`config.mk`:
```
export PLATFORM = sky130hd
export DESIGN_NAME = rr_arbiter_16
export DESIGN_NICKNAME = d
export VERILOG_FILES = /design/src/rtl/rr_arbiter_16.sv
export SDC_FILE = /design/constraint.sdc
export NUM_CORES = 1
export LEC_CHECK = 0
export ABC_AREA = 0
export CAP_MARGIN = 0
export CORE_MARGIN = 3
export CORE_UTILIZATION = 60
export DETAILED_ROUTE_END_ITERATION = 8
export PLACE_DENSITY = 0.82
export SYNTH_ARGS = -nofsm -noshare
export SYNTH_HDL_FRONTEND = slang
export SYNTH_SLANG_ARGS = --single-unit
```
`constraint.sdc`:
```
create_clock -name clk -period 6.6 [get_ports clk]
set_clock_uncertainty 0.05 [all_clocks]
set_input_delay 1.98 -clock clk [delete_from_list [all_inputs] [get_ports clk]]
set_output_delay 1.98 -clock clk [all_outputs]
set_load 0.01 [all_outputs]
```
`src/rtl/rr_arbiter_16.sv`:
```
// rtl/rr_arbiter_16.sv - 16-way round-robin arbiter with bounded grant tenure
//
// Purpose:
//   Sequences access to a single 16-slot shared resource. Selects one
//   requester at a time in rotating priority order. A grant lasts at most
//   HOLD_MAX cycles, and every grant is followed by one idle cycle.
//
// Parameters:
//   HOLD_MAX  maximum consecutive grant cycles per tenure (1..255)
//   CW        tenure counter width, 2**CW > HOLD_MAX
//
// Ports:
//   clk        rising-edge clock
//   rst        synchronous active-high reset
//   En         enable; low blocks new grants and revokes the current one
//   req[0:15]  request vector, req[k] for requester k
//   gnt[0:15]  registered one-hot grant, gnt[k] for requester k
//   gnt_id     index of the current or most recent winner
//   gnt_valid  a grant is active (OR of gnt)
//   busy       FSM is in GRANT (same as gnt_valid)

module rr_arbiter_16 #(
  parameter int HOLD_MAX = 8,
  parameter int CW       = 8
) (
  input  logic        clk,
  input  logic        rst,
  input  logic        En,
  input  logic [0:15] req,
  output logic [0:15] gnt,
  output logic [3:0]  gnt_id,
  output logic        gnt_valid,
  output logic        busy
);

  typedef enum logic {
    IDLE  = 1'b0,
    GRANT = 1'b1
  } state_t;

  state_t        state;
  logic [3:0]    ptr;
  logic [CW-1:0] cnt;

  logic [3:0]    win;
  logic          win_ok;
  logic [3:0]    scan_idx;

  // Index k sets bit k of a [0:15] vector, so gnt[k] belongs to requester k.
  function automatic logic [0:15] decode_4to16(input logic [3:0] k);
    logic [0:15] v;
    v    = '0;
    v[k] = 1'b1;
    return v;
  endfunction

  // Rotating priority scan: start at ptr, wrap modulo 16 through the 4-bit
  // adder, and keep the first requester found.
  always_comb begin
    win      = '0;
    win_ok   = 1'b0;
    scan_idx = '0;
    for (int i = 0; i < 16; i++) begin
      scan_idx = ptr + 4'(i);
      if (!win_ok && req[scan_idx]) begin
        win    = scan_idx;
        win_ok = 1'b1;
      end
    end
  end

  always_ff @(posedge clk) begin
    if (rst) begin
      state     <= IDLE;
      ptr       <= '0;
      cnt       <= '0;
      gnt       <= '0;
      gnt_id    <= '0;
      gnt_valid <= 1'b0;
      busy      <= 1'b0;
    end else begin
      case (state)
        IDLE: begin
          if (En && win_ok) begin
            gnt_id    <= win;
            gnt       <= decode_4to16(win);
            gnt_valid <= 1'b1;
            busy      <= 1'b1;
            cnt       <= CW'(1);
            // Priority moves past the winner now, so a preempted requester
            // yields to everyone else that is waiting.
            ptr       <= win + 4'd1;
            state     <= GRANT;
          end
        end

        GRANT: begin
          // Disable, release and timeout all end the tenure the same way;
          // gnt_id is left holding the last winner.
          if (!En || !req[gnt_id] || (cnt == CW'(HOLD_MAX))) begin
            gnt       <= '0;
            gnt_valid <= 1'b0;
            busy      <= 1'b0;
            state     <= IDLE;
          end else begin
            cnt <= cnt + CW'(1);
          end
        end

        default: begin
          state <= IDLE;
        end
      endcase
    end
  end

endmodule

```
==> run_1/pinout.png <==
Scale: 4 px per um. Pins as bars across the die edge, other pins in gray.
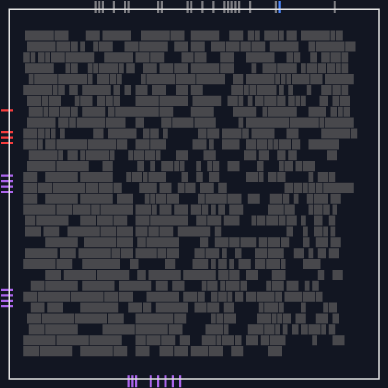
legend:
  purple:
    port: req
    pins: 16
    direction: input
    edge: 8 west, 8 south
  blue:
    port: gnt_valid
    pins: 1
    direction: output
    edge: north
  red:
    port: gnt_id
    pins: 4
    direction: output
    edge: west
all pins by edge: 21 north, 12 west, 8 south
IO Port Bufs: 40
chip width: 92.1 um

==> run_1/layers.png <==
Scale: 3 px per um. Two of the layers only.
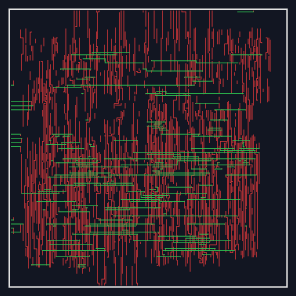
legend:
  red:
    layer: M2
    wire_length: 6210 um
  green:
    layer: M3
    wire_length: 1360 um
drt wl/cell: 22.3 um
routed wire length: 13600 um
Tot GR Track Use: 32.3%
via count: 4369

==> run_1/m2.png <==
Scale: 4 px per um.
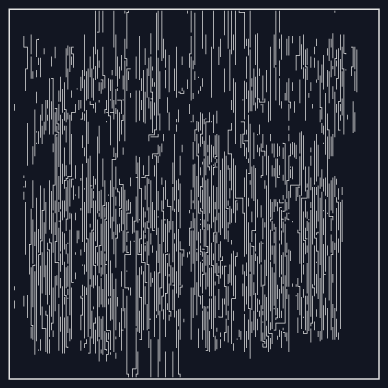
longest straight run: 44.4 um
wire length on this layer: 6210 um
share of all routed wire: 46%
met2 Use GR: 48.8%

==> run_1/port_trees.png <==
Scale: 3 px per um.
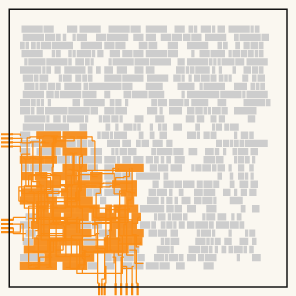
legend:
  orange:
    port: req
    direction: input
    end_cells: 55
    buffers: 17
    wire: 1530 um
# IOs: 41

==> deck_impl_summary.md, run 1 <==
Flow Results at a Glance

Yosys
  • Post-Synth Simple-Gate Area: 20.1%
  • Synth unique cells: 84
  • Max-area cell share: 19.3%
  • Yosys cell count: 485
  • Synth area leader: mux4_2
  • Commonest flop: dfxtp_1
  • Share of synthesized registers carrying an async set or reset: 0%
  • Seq share, synth: 15.3%
  • Commonest cells in the netlist: 42 x nand2_1, 38 x mux4_2, 37 x nor2_1, 34 x dfxtp_1, 23 x o21ai_0

Critical path
  • R2r startpoint: ptr[0]
  • CP bufs+invs: 1
  • Slowest stage delay, CP: 0.60 ns

STA
  • Unrepaired setup endpoints after global routing: false
  • Fin Hold WS: 0.407 ns
  • Worst setup margin: 0.575 ns
  • Slew Limit Fails: 0

Finish
  • NonClk Buf Share: 10.9%
  • Fillers: 527
  • Largest cell class: logic gates
  • Flop count: 34
  • Mi-comb count: 394
  • Comb area: 3490 um2
  • Ant diodes: 0
  • Share of cells above drive strength 1: 21.9%

Worst hold path
  • Worst Hold Class: reg -> reg

Clock network
  • Cts hold-fix bufs: 0
  • Post-CTS Resized: 0

Pwr
  • Net Sw Power: 1.45 mW
  • Switching Fraction: 52.2%
  • Clock Power Share: 8.3%
  • Logic pwr share: 81.8%
  • Clock-net power: 0.231 mW

Job
  • Max-Cap Viols: 0

Status
  • Outcome: completed

GRT
  • Grt ovf: 0
  • Met3 Use GR: 7.05%
  • Top Usage Layer GRT: met2
  • Vias in the first global route: 4106

Floorplanning
  • N_taps: 96
==> run 2: changes to the inputs <==
Settings changed: CORE_UTILIZATION 60 to 64, PLACE_DENSITY 0.82 to 0.87.
Clock period 6.6 ns to 7.8 ns, I/O delays scaled along.
==> run_2/port_trees.png <==
Scale: 3 px per um.
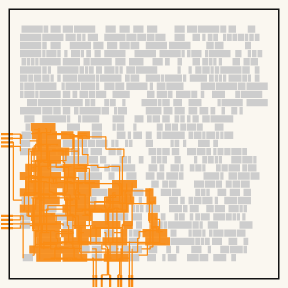
legend:
  orange:
    port: req
    direction: input
    end_cells: 55
    buffers: 16
    wire: 1640 um

==> deck_impl_summary.md, run 2 <==
Flow Results at a Glance

Routing
  • Via count: 4351 (-0.41%)
  • Drt wl/cell: 23.3 um (+4.3%)
  • Routed wire length: 13400 um (-1.0%)

STA
  • Worst setup margin: 1.42 ns (+0.846 ns)
  • Slew Limit Fails: 0 (unchanged)

Yosys
  • Yosys cell count: 485 (unchanged)
  • Commonest flop: dfxtp_1
  • Synth unique cells: 84 (unchanged)
  • Seq share, synth: 15.3% (unchanged)
  • Max-area cell share: 19.3% (unchanged)
  • Share of synthesized registers carrying an async set or reset: 0% (unchanged)

Pwr
  • Switching Fraction: 54.7% (+2.5 points)
  • Clock-net power: 0.134 mW (-42%)
  • Clock Power Share: 6.1% (-2.2 points)

Finish
  • Mi-comb count: 394 (unchanged)
  • NonClk Buf Share: 9.42% (-1.5 points)
  • Fillers: 459 (-13%)
  • Ant diodes: 0 (unchanged)
  • Flop count: 34 (unchanged)

Clock network
  • Cts hold-fix bufs: 0 (unchanged)

Status
  • Outcome: completed

GRT
  • Tot GR Track Use: 34.5% (+2.2 points)
  • Top Usage Layer GRT: met2
  • Grt ovf: 0 (unchanged)

Critical path
  • R2r startpoint: ptr[0]

Floorplanning
  • # IOs: 41 (unchanged)
Power is estimated from default activity; no workload was simulated.
